Figure 1. Metal 3.
Scale: 2 px per micron. Cells faint in the background.
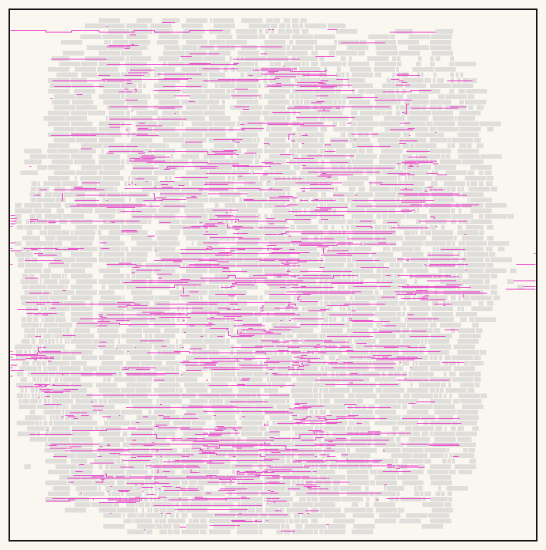
Figure 2. Clock routing.
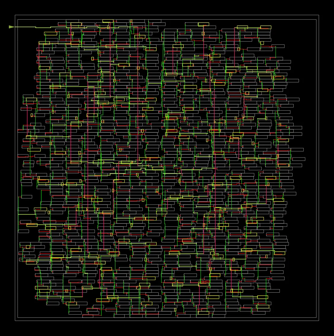
### config.mk
export PLATFORM = sky130hd
export DESIGN_NAME = peri_out_buf
export DESIGN_NICKNAME = d
export VERILOG_FILES = /design/src/rtl/peri_pkg.sv /design/src/rtl/peri_out_mem.sv /design/src/rtl/peri_out_buf.sv
export SDC_FILE = /design/constraint.sdc
export NUM_CORES = 1
export LEC_CHECK = 0
export CAP_MARGIN = 20
export CORE_AREA = 2 2 261 263
export CTS_CLUSTER_DIAMETER = 80
export DETAILED_ROUTE_END_ITERATION = 10
export DIE_AREA = 0 0 263 265
export GPL_TIMING_DRIVEN = 0
export PLACE_DENSITY = 0.82
export SLEW_MARGIN = 20
export SYNTH_ARGS = -nofsm -noshare
export SYNTH_HDL_FRONTEND = slang
export SYNTH_SLANG_ARGS = --single-unit
export TNS_END_PERCENT = 100
### constraint.sdc
create_clock -name clk_i -period 6.5 [get_ports clk_i]
set_input_delay 1.625 -clock clk_i [delete_from_list [all_inputs] [get_ports clk_i]]
set_output_delay 1.625 -clock clk_i [all_outputs]
set_load 0.005 [all_outputs]
### src/rtl/peri_pkg.sv
// Shared constants and state encoding for the peripheral result-return path.
package peri_pkg;

  localparam int unsigned PERI_SAMPLE_W  = 8;
  localparam int unsigned PERI_OUT_DEPTH = 32;
  localparam int unsigned PERI_LANES     = 32 / PERI_SAMPLE_W;

  typedef enum logic [1:0] {
    IDLE    = 2'd0,
    COLLECT = 2'd1,
    FLUSH   = 2'd2,
    DONE    = 2'd3
  } out_state_e;

endpackage

### src/rtl/peri_out_mem.sv
// DEPTH x 32 result storage: one synchronous write port, one synchronous read port.
// The storage is deliberately unreset; the owner masks reads beyond the committed count.
module peri_out_mem #(
  parameter int unsigned DEPTH = 32,
  parameter int unsigned PTR_W = $clog2(DEPTH)
) (
  input  logic             clk_i,
  input  logic             i_we,
  input  logic [PTR_W-1:0] i_waddr,
  input  logic [31:0]      i_wdata,
  input  logic             i_re,
  input  logic [PTR_W-1:0] i_raddr,
  output logic [31:0]      o_rdata
);

  logic [31:0] r_mem [DEPTH];
  logic [31:0] r_rdata;

  always_ff @(posedge clk_i) begin
    if (i_we) begin
      r_mem[i_waddr] <= i_wdata;
    end
    if (i_re) begin
      r_rdata <= r_mem[i_raddr];
    end
  end

  assign o_rdata = r_rdata;

endmodule

### src/rtl/peri_out_buf.sv
// Packs ADC samples into 32-bit words of a result buffer and serves
// random-access reads of the committed words back to the controller.
module peri_out_buf
  import peri_pkg::*;
#(
  parameter int unsigned SAMPLE_W = PERI_SAMPLE_W,
  parameter int unsigned DEPTH    = PERI_OUT_DEPTH,
  parameter int unsigned PTR_W    = $clog2(DEPTH)
) (
  input  logic                clk_i,
  input  logic                rst_ni,
  input  logic                start_i,
  input  logic                sample_valid_i,
  input  logic [SAMPLE_W-1:0] sample_i,
  input  logic                frame_end_i,
  input  logic                out_buf_read_i,
  input  logic [PTR_W-1:0]    read_ptr_i,
  output logic [31:0]         out_buf_data_o,
  output logic                out_buf_rvalid_o,
  output logic [PTR_W:0]      word_cnt_o,
  output logic                busy_o,
  output logic                done_o,
  output logic                overflow_o
);

  localparam int unsigned LANES  = 32 / SAMPLE_W;
  localparam int unsigned LANE_W = (LANES > 1) ? $clog2(LANES) : 1;
  localparam int unsigned CNT_W  = PTR_W + 1;

  out_state_e        r_state;
  logic [CNT_W-1:0]  r_word_cnt;
  logic [LANE_W-1:0] r_lane_cnt;
  logic [31:0]       r_pack;
  logic              r_overflow;
  logic              r_busy;
  logic              r_done;
  logic              r_rvalid;
  logic              r_rd_hit;

  out_state_e        w_state_nxt;
  logic [CNT_W-1:0]  w_word_cnt_nxt;
  logic [LANE_W-1:0] w_lane_nxt;
  logic [31:0]       w_pack_nxt;
  logic              w_ovf_nxt;
  logic              w_full;
  logic [31:0]       w_lane_data;
  logic              w_wr_en;
  logic [PTR_W-1:0]  w_wr_addr;
  logic [31:0]       w_wr_data;
  logic [31:0]       w_mem_rdata;
  logic              w_busy_nxt;
  logic              w_done_nxt;

  assign w_full = (r_word_cnt == CNT_W'(DEPTH));

  // Pack register with the incoming sample dropped into the current lane.
  always_comb begin
    w_lane_data = r_pack;
    for (int k = 0; k < int'(LANES); k++) begin
      if (r_lane_cnt == LANE_W'(k)) begin
        w_lane_data[k*SAMPLE_W +: SAMPLE_W] = sample_i;
      end
    end
  end

  // Next-state, packing and buffer-write decisions.
  always_comb begin
    w_state_nxt    = r_state;
    w_word_cnt_nxt = r_word_cnt;
    w_lane_nxt     = r_lane_cnt;
    w_pack_nxt     = r_pack;
    w_ovf_nxt      = r_overflow;
    w_wr_en        = 1'b0;
    w_wr_addr      = r_word_cnt[PTR_W-1:0];
    w_wr_data      = r_pack;

    if (start_i) begin
      w_state_nxt    = COLLECT;
      w_word_cnt_nxt = '0;
      w_lane_nxt     = '0;
      w_pack_nxt     = '0;
      w_ovf_nxt      = 1'b0;
    end else begin
      case (r_state)
        COLLECT: begin
          if (sample_valid_i) begin
            if (w_full) begin
              w_ovf_nxt = 1'b1;
            end else if (r_lane_cnt == LANE_W'(LANES - 1)) begin
              w_wr_en        = 1'b1;
              w_wr_data      = w_lane_data;
              w_word_cnt_nxt = r_word_cnt + CNT_W'(1);
              w_lane_nxt     = '0;
              w_pack_nxt     = '0;
            end else begin
              w_lane_nxt = r_lane_cnt + LANE_W'(1);
              w_pack_nxt = w_lane_data;
            end
          end
          if (frame_end_i) begin
            w_state_nxt = FLUSH;
          end
        end
        FLUSH: begin
          // Unused upper lanes of a partial word are already zero in the pack register.
          if (r_lane_cnt != '0) begin
            if (w_full) begin
              w_ovf_nxt = 1'b1;
            end else begin
              w_wr_en        = 1'b1;
              w_word_cnt_nxt = r_word_cnt + CNT_W'(1);
            end
          end
          w_lane_nxt  = '0;
          w_pack_nxt  = '0;
          w_state_nxt = DONE;
        end
        default: begin
        end
      endcase
    end
  end

  assign w_busy_nxt = (w_state_nxt == COLLECT) || (w_state_nxt == FLUSH);
  assign w_done_nxt = (w_state_nxt == DONE);

  always_ff @(posedge clk_i or negedge rst_ni) begin
    if (!rst_ni) begin
      r_state    <= IDLE;
      r_word_cnt <= '0;
      r_lane_cnt <= '0;
      r_pack     <= '0;
      r_overflow <= 1'b0;
      r_busy     <= 1'b0;
      r_done     <= 1'b0;
    end else begin
      r_state    <= w_state_nxt;
      r_word_cnt <= w_word_cnt_nxt;
      r_lane_cnt <= w_lane_nxt;
      r_pack     <= w_pack_nxt;
      r_overflow <= w_ovf_nxt;
      r_busy     <= w_busy_nxt;
      r_done     <= w_done_nxt;
    end
  end

  // Hit flag is captured against the count at request time, so a word still being written reads as 0.
  always_ff @(posedge clk_i or negedge rst_ni) begin
    if (!rst_ni) begin
      r_rvalid <= 1'b0;
      r_rd_hit <= 1'b0;
    end else begin
      r_rvalid <= out_buf_read_i;
      if (out_buf_read_i) begin
        r_rd_hit <= ({1'b0, read_ptr_i} < r_word_cnt);
      end
    end
  end

  peri_out_mem #(
    .DEPTH (DEPTH),
    .PTR_W (PTR_W)
  ) u_mem (
    .clk_i   (clk_i),
    .i_we    (w_wr_en),
    .i_waddr (w_wr_addr),
    .i_wdata (w_wr_data),
    .i_re    (out_buf_read_i),
    .i_raddr (read_ptr_i),
    .o_rdata (w_mem_rdata)
  );

  assign out_buf_data_o   = r_rd_hit ? w_mem_rdata : 32'h0;
  assign out_buf_rvalid_o = r_rvalid;
  assign word_cnt_o       = r_word_cnt;
  assign busy_o           = r_busy;
  assign done_o           = r_done;
  assign overflow_o       = r_overflow;

endmodule

==> results.yml <==
# physical design summary
run_status:
  outcome: "finished clean"
setup_path:
  r2r_start: "r_state[0]$_DFF_PN0_"
  crit_path_end_kind: "flip-flop"
  setup.worst_path.class: "input port to flip-flop"
  r2r_end: "u_mem.r_mem[10][18]$_DFFE_PP_"
  worst-endpoint-arrival_ns: 5.27
  crit_fanout: 18
  critPathLaunch: "sample_valid_i"
finish:
  layout.cells.largest_class: "sequential cells"
  utilization_pct: 73.5
  drive_gt1_share_pct: 17.3
  layout.buffer.nonclock.area_share_pct: 3.79
detailed_routing:
  aggregate_routed_wire_length_mm: 107
sta:
  period_needed_ns: 4.92
  finalHoldViolations: 0
  clock-skew-final_ns: 0.0268
  unrepaired_setup_endpoints_after_global_routing: "no"
cts:
  clk_pin_slew_worst_paths_ns: 0.06
  tritoncts: "built"
  clkLatencyLatePin_ns: 0.67
synth:
  enable_flop_cells: 1056
  async_flop_share_pct: 4.26
  postSynthSeqShare_pct: 76.3
  post_synth_instance_area_sq_mm: 0.0431
pwr:
  p_sw_mw: 3.38
  finalPower_mw: 15.1
  cellInternalPower_mw: 11.8
  power.share.combinational_pct: 7.3
placement:
  numPlacedInstances: 3270
global_routing:
  groute.usage.overall_pct: 30.9
  largest_net_degree_at_the_start_of_global_routing: 33
flow_run:
  drv_cap: 0
hold_path:
  hold_path_end: "r_pack[25]$_DFFE_PN0P_"
floorplanning:
  die_area_sq_mm: 0.0697
Notes on Figure 1 above:
The wires run mostly horizontal. 537 nets have wire on it.

Notes on Figure 2 above:
CTS sink cnt: 1103
Clk power: 6.07 mW

-- state kept, by name, summed over array words and instances (netlist names) --
register,flops
done_o,1
busy_o,1
word_cnt_o,6
r_pack,32
r_lane_cnt,2
r_state,2
r_rd_hit,1
u_mem.o_rdata,32
overflow_o,1
u_mem.r_mem,1024
out_buf_rvalid_o,1
-- worst max-delay path, stage by stage --
cell                              delay (ns)
sky130_fd_sc_hd__clkdlybuf4s50_1        0.59
sky130_fd_sc_hd__nand3_1                0.13
sky130_fd_sc_hd__o21a_1                 0.13
sky130_fd_sc_hd__nor4_1                 0.88
sky130_fd_sc_hd__nand2_1                0.84
sky130_fd_sc_hd__nor2_4                 0.81
sky130_fd_sc_hd__buf_16                 0.24
No activity file was given, so power comes from the tool's default toggle rates.
